**Run 1: logic cells by family**

(4 px per µm)
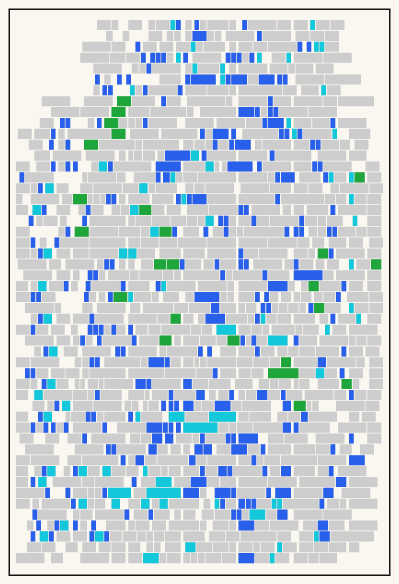
**Run 1: a small window of the routed layout**

Region (32, 27) to (62, 57) µm. Cells in grey, sequential cells in the stronger grey; small squares are vias.
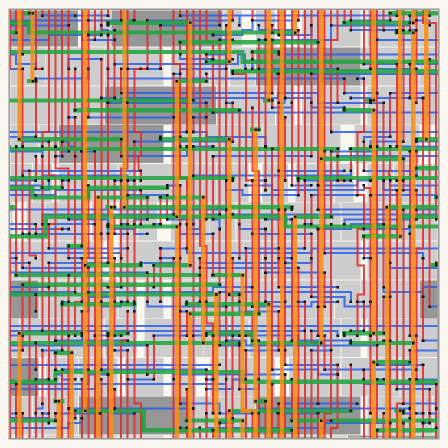
**Run 1: signal metal coverage by tile**

(3 px per µm) 19 x 28 tiles, from white (low) to dark blue (high), scaled to the fullest tile. Values are wire area over tile area, all layers added.
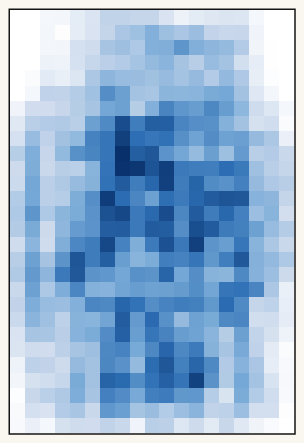
**Run 1: track usage over the die**

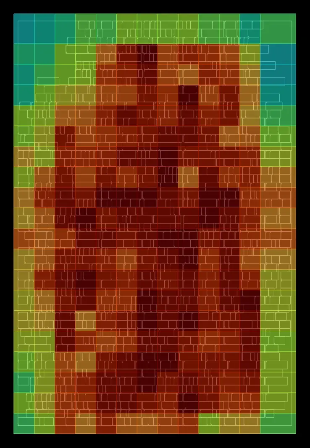
[config.mk]
export PLATFORM = sky130hd
export DESIGN_NAME = lsu_ram_master_flat
export DESIGN_NICKNAME = d
export VERILOG_FILES = /design/src/rtl/lsu_ram_master_if.sv /design/src/rtl/lsu_ram_master.sv /design/src/flat_wrapper.sv
export SDC_FILE = /design/constraint.sdc
export NUM_CORES = 1
export LEC_CHECK = 0
export CORE_ASPECT_RATIO = 1.5
export CORE_UTILIZATION = 47
export CTS_CLUSTER_SIZE = 28
export DETAILED_ROUTE_END_ITERATION = 10
export GPL_TIMING_DRIVEN = 0
export PLACE_DENSITY = 0.8
export SETUP_SLACK_MARGIN = 0.3
export SLEW_MARGIN = 20
export SYNTH_ARGS = -nofsm -noshare
export SYNTH_HDL_FRONTEND = slang
export SYNTH_SLANG_ARGS = --single-unit
export TNS_END_PERCENT = 30
[constraint.sdc]
create_clock -name clk -period 2 [get_ports clk]
set_input_delay 0.3 -clock clk [delete_from_list [all_inputs] [get_ports clk]]
set_output_delay 0.3 -clock clk [all_outputs]
set_load 0.01 [all_outputs]
[src/rtl/lsu_ram_master_if.sv]
// CPU load/store handshake plus the single-port RAM bus driven by lsu_ram_master.
// master = the LSU itself, slave = the CPU/RAM environment around it.
interface lsu_ram_master_if #(parameter int DEPTH = 20);
  logic             req, we, w, h, b, z;
  logic [31:0]      addr, wdata;
  logic             ack, addr_err, busy;
  logic [31:0]      rdata;
  logic             ram_ena, ram_wena;
  logic [DEPTH-1:0] ram_addr;
  logic [31:0]      ram_wdata, ram_rdata;

  modport master (
    input  req, we, w, h, b, z, addr, wdata, ram_rdata,
    output ack, rdata, addr_err, busy, ram_ena, ram_wena, ram_addr, ram_wdata
  );

  modport slave (
    output req, we, w, h, b, z, addr, wdata, ram_rdata,
    input  ack, rdata, addr_err, busy, ram_ena, ram_wena, ram_addr, ram_wdata
  );
endinterface

[src/rtl/lsu_ram_master.sv]
// Byte/half/word load-store unit over a 32-bit word RAM with async read.
// Partial stores are read-modify-write: RD captures the word, WR writes it back merged.

// One byte lane of the store merge: keeps the old byte or takes the new one.
module lsu_byte_lane #(parameter int IDX = 0) (
  input  logic [1:0] size,     // 0 byte, 1 half, 2 word
  input  logic [1:0] lane,
  input  logic [7:0] w_byte,   // wdata byte for a word store
  input  logic [7:0] h_byte,   // wdata byte for a half store
  input  logic [7:0] b_byte,   // wdata[7:0]
  input  logic [7:0] old_byte,
  output logic [7:0] new_byte
);
  localparam logic [1:0] LI = IDX[1:0];

  always_comb begin
    new_byte = old_byte;
    case (size)
      2'd0:    if (lane == LI) new_byte = b_byte;
      2'd1:    if (lane[1] == LI[1]) new_byte = h_byte;
      default: new_byte = w_byte;
    endcase
  end
endmodule

module lsu_ram_master #(parameter int DEPTH = 20) (
  input logic clk,
  input logic rst,
  lsu_ram_master_if.master bus
);
  localparam int         NUM_LANES = 4;
  localparam logic [1:0] SZ_B = 2'd0, SZ_H = 2'd1, SZ_W = 2'd2;

  typedef enum logic [2:0] {IDLE, RD, WR, ACK, ERR} state_t;
  state_t state, nxt;

  logic                             l_we, l_z;
  logic [1:0]                       l_size, l_lane;
  logic [DEPTH-1:0]                 l_idx;
  logic [NUM_LANES-1:0][7:0]        l_wdata, cap, merged, rd_b;
  logic [31:0]                      rdata_q, ld_val;
  logic [1:0]                       in_size;
  logic                             in_mis;
  logic [15:0]                      hv;
  logic [7:0]                       bv;
  logic                             unused_addr_hi;

  assign unused_addr_hi = ^bus.addr[31:DEPTH+2];
  assign rd_b = bus.ram_rdata;

  always_comb begin
    in_size = SZ_W;
    if (bus.w)      in_size = SZ_W;
    else if (bus.h) in_size = SZ_H;
    else if (bus.b) in_size = SZ_B;
    in_mis = ((in_size == SZ_W) && (bus.addr[1:0] != 2'b00)) ||
             ((in_size == SZ_H) && bus.addr[0]);
  end

  always_ff @(posedge clk) begin
    if (rst) state <= IDLE;
    else     state <= nxt;
  end

  always_comb begin
    nxt = state;
    case (state)
      IDLE: if (bus.req) begin
        if (in_mis)                 nxt = ERR;
        else if (!bus.we)           nxt = RD;
        else if (in_size == SZ_W)   nxt = WR;
        else                        nxt = RD;
      end
      RD:      nxt = l_we ? WR : ACK;
      WR:      nxt = ACK;
      ACK:     nxt = IDLE;
      ERR:     nxt = IDLE;
      default: nxt = IDLE;
    endcase
  end

  // Load extension from the live RAM word while in RD; registered into rdata at the RD edge
  always_comb begin
    hv     = l_lane[1] ? bus.ram_rdata[31:16] : bus.ram_rdata[15:0];
    bv     = rd_b[l_lane];
    ld_val = bus.ram_rdata;
    case (l_size)
      SZ_H:    ld_val = {{16{l_z & hv[15]}}, hv};
      SZ_B:    ld_val = {{24{l_z & bv[7]}}, bv};
      default: ld_val = bus.ram_rdata;
    endcase
  end

  always_ff @(posedge clk) begin
    if (rst) begin
      l_we    <= 1'b0;
      l_z     <= 1'b0;
      l_size  <= SZ_W;
      l_lane  <= 2'b00;
      l_idx   <= '0;
      l_wdata <= '0;
      cap     <= '0;
      rdata_q <= '0;
    end else begin
      if (state == IDLE && bus.req) begin
        l_we    <= bus.we;
        l_z     <= bus.z;
        l_size  <= in_size;
        l_lane  <= bus.addr[1:0];
        l_idx   <= bus.addr[DEPTH+1:2];
        l_wdata <= bus.wdata;
      end
      if (state == RD) begin
        cap <= bus.ram_rdata;
        if (!l_we) rdata_q <= ld_val;
      end
    end
  end

  for (genvar i = 0; i < NUM_LANES; i++) begin : g_lane
    lsu_byte_lane #(.IDX(i)) u_lane (
      .size     (l_size),
      .lane     (l_lane),
      .w_byte   (l_wdata[i]),
      .h_byte   (l_wdata[i % 2]),
      .b_byte   (l_wdata[0]),
      .old_byte (cap[i]),
      .new_byte (merged[i])
    );
  end

  // rst gates the outputs combinationally so an access caught mid-flight never writes
  always_comb begin
    bus.ack       = 1'b0;
    bus.addr_err  = 1'b0;
    bus.busy      = 1'b0;
    bus.ram_ena   = 1'b0;
    bus.ram_wena  = 1'b0;
    bus.ram_addr  = '0;
    bus.ram_wdata = '0;
    bus.rdata     = rdata_q;
    if (!rst) begin
      bus.busy     = (state != IDLE);
      bus.ack      = (state == ACK) || (state == ERR);
      bus.addr_err = (state == ERR);
      bus.ram_ena  = (state == RD) || (state == WR);
      bus.ram_wena = (state == WR);
      bus.ram_addr = l_idx;
      if (state == WR) bus.ram_wdata = merged;
    end
  end
endmodule

[src/flat_wrapper.sv]
// flat-port wrapper written by rule: the top's interface ports become plain ports
module lsu_ram_master_flat 
#(parameter int DEPTH = 20)
  (clk, rst, bus_req, bus_we, bus_w, bus_h, bus_b, bus_z, bus_addr, bus_wdata, bus_ram_rdata, bus_ack, bus_rdata, bus_addr_err, bus_busy, bus_ram_ena, bus_ram_wena, bus_ram_addr, bus_ram_wdata);
  lsu_ram_master_if #(.DEPTH(DEPTH)) bus_i ();
  input logic clk;
  input logic rst;
  input wire logic [$bits(bus_i.req)-1:0] bus_req;
  input wire logic [$bits(bus_i.we)-1:0] bus_we;
  input wire logic [$bits(bus_i.w)-1:0] bus_w;
  input wire logic [$bits(bus_i.h)-1:0] bus_h;
  input wire logic [$bits(bus_i.b)-1:0] bus_b;
  input wire logic [$bits(bus_i.z)-1:0] bus_z;
  input wire logic [$bits(bus_i.addr)-1:0] bus_addr;
  input wire logic [$bits(bus_i.wdata)-1:0] bus_wdata;
  input wire logic [$bits(bus_i.ram_rdata)-1:0] bus_ram_rdata;
  output wire logic [$bits(bus_i.ack)-1:0] bus_ack;
  output wire logic [$bits(bus_i.rdata)-1:0] bus_rdata;
  output wire logic [$bits(bus_i.addr_err)-1:0] bus_addr_err;
  output wire logic [$bits(bus_i.busy)-1:0] bus_busy;
  output wire logic [$bits(bus_i.ram_ena)-1:0] bus_ram_ena;
  output wire logic [$bits(bus_i.ram_wena)-1:0] bus_ram_wena;
  output wire logic [$bits(bus_i.ram_addr)-1:0] bus_ram_addr;
  output wire logic [$bits(bus_i.ram_wdata)-1:0] bus_ram_wdata;
  assign bus_i.req = bus_req;
  assign bus_i.we = bus_we;
  assign bus_i.w = bus_w;
  assign bus_i.h = bus_h;
  assign bus_i.b = bus_b;
  assign bus_i.z = bus_z;
  assign bus_i.addr = bus_addr;
  assign bus_i.wdata = bus_wdata;
  assign bus_i.ram_rdata = bus_ram_rdata;
  assign bus_ack = bus_i.ack;
  assign bus_rdata = bus_i.rdata;
  assign bus_addr_err = bus_i.addr_err;
  assign bus_busy = bus_i.busy;
  assign bus_ram_ena = bus_i.ram_ena;
  assign bus_ram_wena = bus_i.ram_wena;
  assign bus_ram_addr = bus_i.ram_addr;
  assign bus_ram_wdata = bus_i.ram_wdata;
  lsu_ram_master #(.DEPTH(DEPTH)) u_core (.clk(clk), .rst(rst), .bus(bus_i));
endmodule
==> metrics.cfg, run 1 <==
[timing]
max_slew.worst_pin.slew_ns = 0.7787
worst_slack_ns = -0.3744
worst_clock_skew_ns = 0.01312
slew_viol_final = 0
final_tally_of_setup_violations = 49

[die]
die_area_mm2 = 0.01337
core_util_floorplan = 0.4847

[status]
status = finished, violations left
violated_checks = negative setup slack

[pwr]
powerComb_mw = 3.53
power.sequential.total_mw = 3.14

[synthesis]
ys_cells = 811
synthTopCellsByArea = dfxtp_1 (41%), nand2_1 (15%), a21oi_1 (10%)
ys_types = 48
yosys.area_share.aoi = 0.2412
ys_sh_adder = 0
synth.top_cells.by_count = nand2_1 (244), dfxtp_1 (125), a21oi_1 (121)
area_fraction_in_mux_cells = 0.03384

[layout]
final.signal_inverter_count = 3
buf_share = 0.2914
sequential_cell_total = 125
layout.nets = 1190

[worst_setup_path]
cp_data_required_time_ns = 1.70
critPathLaunch = u_core.l_size[0]$_SDFFE_PP0P_
critPathBufInv = 3
reg2reg_slack_ns = -0.27
r2r_start = u_core.l_lane[1]$_SDFFE_PP0P_

[worst_hold_path]
min_to = u_core.bus.rdata[12]$_SDFFE_PP0P_

[place]
placedCellCount = 1148

[flow_run]
stage_log_warnings = 39

[grt]
grt_start_max_net_pins = 17

[routing]
maxUsedRoutingLayer = met5

[clock_tree]
cts_root_buffer = clkbuf_16

-- 'logic cells by family' (at the start) --
family	colour	cells
nand cells	blue	272
non-inverting ao/oa cells	green	24
nor cells	cyan	79
most frequent logic cell in the layout: nand2_1
count of placed standard cells in the final layout, fillers left out: 1256
logic share of the area: 0.3867

-- 'a small window of the routed layout' (at the start) --
layer	colour
M3	green
M4	orange
M2	red
M1	blue
sequential cells in the window	7
cells with their middle in the window	92
most frequent	nand2_1 (18), buf_4 (9), buf_6 (8)
netlist names of flops here include	u_core.cap (2)

-- 'signal metal coverage by tile' (at the start) --
mean over tiles	0.47
emptiest ninth of the die	upper left
fullest tile	1.1
nearly empty tiles	4.7%
routed vias: 8403
gr usage total: 0.4048

-- 'track usage over the die' (at the start) --
met3 demand-to-capacity share in global routing: 0.1429
average wire per cell in the routed design: 26.45 µm
fraction of met1 tracks used by global routing: 0.4360
layer carrying the most global-route usage: met2
global routing usage on met2: 0.6437

==> inputs of run 2 (changes only) <==
--- a/config.mk
+++ b/config.mk
@@ -5,14 +5,15 @@
 export SDC_FILE = /design/constraint.sdc
 export NUM_CORES = 1
 export LEC_CHECK = 0
+export CELL_PAD_IN_SITES_DETAIL_PLACEMENT = 1
+export CELL_PAD_IN_SITES_GLOBAL_PLACEMENT = 2
 export CORE_ASPECT_RATIO = 1.5
-export CORE_UTILIZATION = 47
+export CORE_UTILIZATION = 27
 export CTS_CLUSTER_SIZE = 28
 export DETAILED_ROUTE_END_ITERATION = 10
 export GPL_TIMING_DRIVEN = 0
-export PLACE_DENSITY = 0.8
+export PLACE_DENSITY = 0.83
 export SETUP_SLACK_MARGIN = 0.3
-export SLEW_MARGIN = 20
 export SYNTH_ARGS = -nofsm -noshare
 export SYNTH_HDL_FRONTEND = slang
 export SYNTH_SLANG_ARGS = --single-unit
==> constraint.sdc (replaced) <==
create_clock -name clk -period 3 [get_ports clk]
set_input_delay 0.45 -clock clk [delete_from_list [all_inputs] [get_ports clk]]
set_output_delay 0.45 -clock clk [all_outputs]
set_load 0.01 [all_outputs]
**Run 2: logic cells by family**

(3 px per µm)
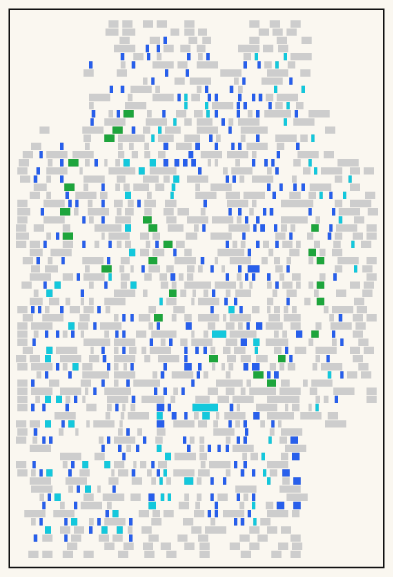
family	colour	cells
nand cells	blue	272
non-inverting ao/oa cells	green	24
nor cells	cyan	78
count of placed standard cells in the final layout, fillers left out: 1302
logic share of the area: 0.3725

**Run 2: track usage over the die**

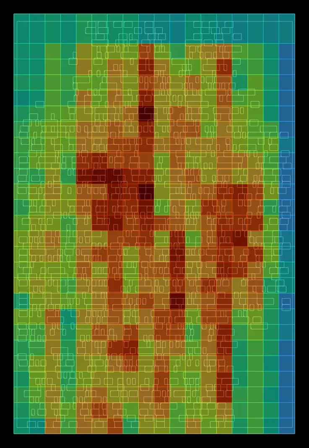
global routing usage on met2: 0.4044
gr usage total: 0.2217

==> run 2 against run 1 <==
- synthesized area stayed put
- combinational power is 55% lower
- the run now ends clean
- critical path depth is 1 higher
- die size is 73% higher
- non-clock buffer count is 67 lower
- sequential cell count stayed put
- critical endpoint is now bus_ram_wdata[6]
- sequential share of layout area is 3.9 points higher
==> metrics.cfg, run 2 <==
[pwr]
switching_power_mw = 1.851
powerComb_mw = 1.58  ; -55%

[place]
placedCellCount = 1264  ; +10%

[synthesis]
ys_types = 48  ; unchanged
synthTopCellsByArea = dfxtp_1 (41%), nand2_1 (15%), a21oi_1 (10%)
ys_cells = 811  ; unchanged
yosys.area_share.aoi = 0.2412  ; unchanged
synth.top_cells.by_count = nand2_1 (244), dfxtp_1 (125), a21oi_1 (121)
ys_sh_adder = 0  ; unchanged

[layout]
top_area_cell_class = logic gates
layout.nets = 1123  ; -5.6%
mostFrequentLayoutCell = nand2_1
sequential_cell_total = 125  ; unchanged
final.signal_inverter_count = 3  ; unchanged
buf_share = 0.2477  ; -0.04369
antennaDiodeCount = 0

[worst_setup_path]
cp_data_required_time_ns = 2.55  ; +0.85 ns
critPathBufInv = 3  ; unchanged
critPathLaunch = u_core.l_size[0]$_SDFFE_PP0P_
reg2reg_slack_ns = 1.01  ; +1.28 ns
critical_path.slowest_cell = clkdlybuf4s50_1
r2r_start = u_core.state[0]$_SDFFE_PP0P_

[grt]
grt_start_max_net_pins = 17  ; unchanged
gr-max-usage-layer = met2
globalRouteMet1Util = 0.2415  ; -0.1945
global_route.usage.met3 = 0.04139  ; -0.1015

[timing]
max_slew.worst_pin.slew_ns = 0.7426  ; -0.03614 ns
worst_slack_ns = 0.1197  ; +0.4942 ns
final_tally_of_setup_violations = 0  ; -100%
worst_clock_skew_ns = 0.007094  ; -0.006025 ns
slew_viol_final = 0  ; unchanged
finalHoldViolCount = 0

[routing]
routed-via-count = 6557  ; -22%
wl_per_cell_um = 19.60  ; -26%
maxUsedRoutingLayer = met4

[worst_hold_path]
min_to = u_core.l_idx[7]$_SDFFE_PP0P_

[clock_tree]
cts_root_buffer = clkbuf_16
clock_tree.htree_level_count = 4

[status]
status = completed

==> inputs of run 3 (changes only) <==
--- a/config.mk
+++ b/config.mk
@@ -8,11 +8,11 @@
 export CELL_PAD_IN_SITES_DETAIL_PLACEMENT = 1
 export CELL_PAD_IN_SITES_GLOBAL_PLACEMENT = 2
 export CORE_ASPECT_RATIO = 1.5
-export CORE_UTILIZATION = 27
+export CORE_UTILIZATION = 23
 export CTS_CLUSTER_SIZE = 28
 export DETAILED_ROUTE_END_ITERATION = 10
 export GPL_TIMING_DRIVEN = 0
-export PLACE_DENSITY = 0.83
+export PLACE_DENSITY = 0.76
 export SETUP_SLACK_MARGIN = 0.3
 export SYNTH_ARGS = -nofsm -noshare
 export SYNTH_HDL_FRONTEND = slang
==> constraint.sdc (replaced) <==
create_clock -name clk -period 2.6 [get_ports clk]
set_input_delay 0.39 -clock clk [delete_from_list [all_inputs] [get_ports clk]]
set_output_delay 0.39 -clock clk [all_outputs]
set_load 0.01 [all_outputs]
**Run 3: signal metal coverage by tile**

(2 px per µm) 13 x 20 tiles, from white (low) to dark blue (high), scaled to the fullest tile. Values are wire area over tile area, all layers added.
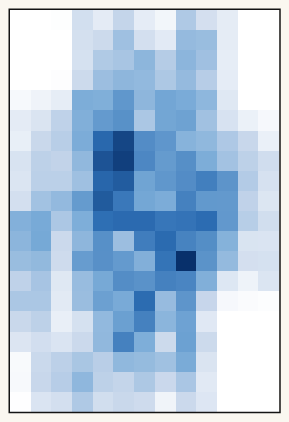
nearly empty tiles	15%
tiles over half the peak	24%
emptiest ninth of the die	lower right
densest ninth of the die	centre
fullest tile	0.51
mean over tiles	0.17
gr usage total: 0.2087
average wire per cell in the routed design: 20.12 µm

**Run 3: M4 wires**

(2 px per µm) Supply wires on this layer in grey.
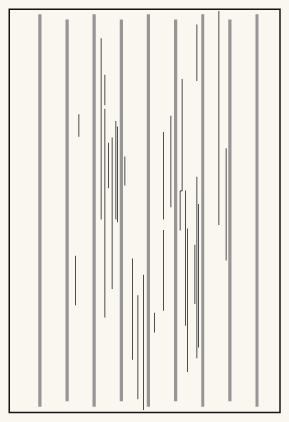
share of all routed wire	4.9%
main direction	vertical
longest straight run	107 µm
wire length on this layer	1360 µm
routed vias: 6762
total length of routed wires: 27.90 mm

==> run 3 against run 2 <==
- global-route usage shrank 1.3 points
- sequential cell count did not move
- total power is 20% higher
- die size is 17% higher
- critical path depth grew 2
- final cell count rose by 6.5%
- combinational power up 29%
- largest cell class unchanged
- final area up 6.2%
- synthesized area is the same
- critical endpoint is now bus_ram_wdata[19]
==> metrics.cfg, run 3 <==
[grt]
gr-usage-met2 = 0.3742  ; -0.03025
gr-max-usage-layer = met2
globalRouteMet1Util = 0.2268  ; -0.01472
global_route.usage.met3 = 0.03561  ; -0.005785
grt_start_max_net_pins = 17  ; unchanged

[worst_hold_path]
min_to = u_core.state[1]$_SDFFE_PP0P_

[layout]
antennaDiodeCount = 1  ; +1
final.signal_inverter_count = 3  ; unchanged
sequential_cell_total = 125  ; unchanged
sh_comb_area = 0.3747  ; +0.002217
mostFrequentLayoutCell = nand2_1

[status]
status = completed

[timing]
worst_clock_skew_ns = 0.006343  ; -0.0007505 ns
final_tally_of_setup_violations = 0  ; unchanged

[pwr]
switching_power_mw = 2.266  ; +22%

[worst_setup_path]
critical_path.slowest_cell = dfxtp_4
reg2reg_slack_ns = 0.60  ; -0.41 ns
r2r_start = u_core.state[0]$_SDFFE_PP0P_
cp_data_required_time_ns = 2.21  ; -0.34 ns

[synthesis]
ys_cells = 811  ; unchanged
ys_types = 48  ; unchanged

[clock_tree]
cts_root_buffer = clkbuf_16

[routing]
maxUsedRoutingLayer = met4

Power is estimated from default activity; no workload was simulated.
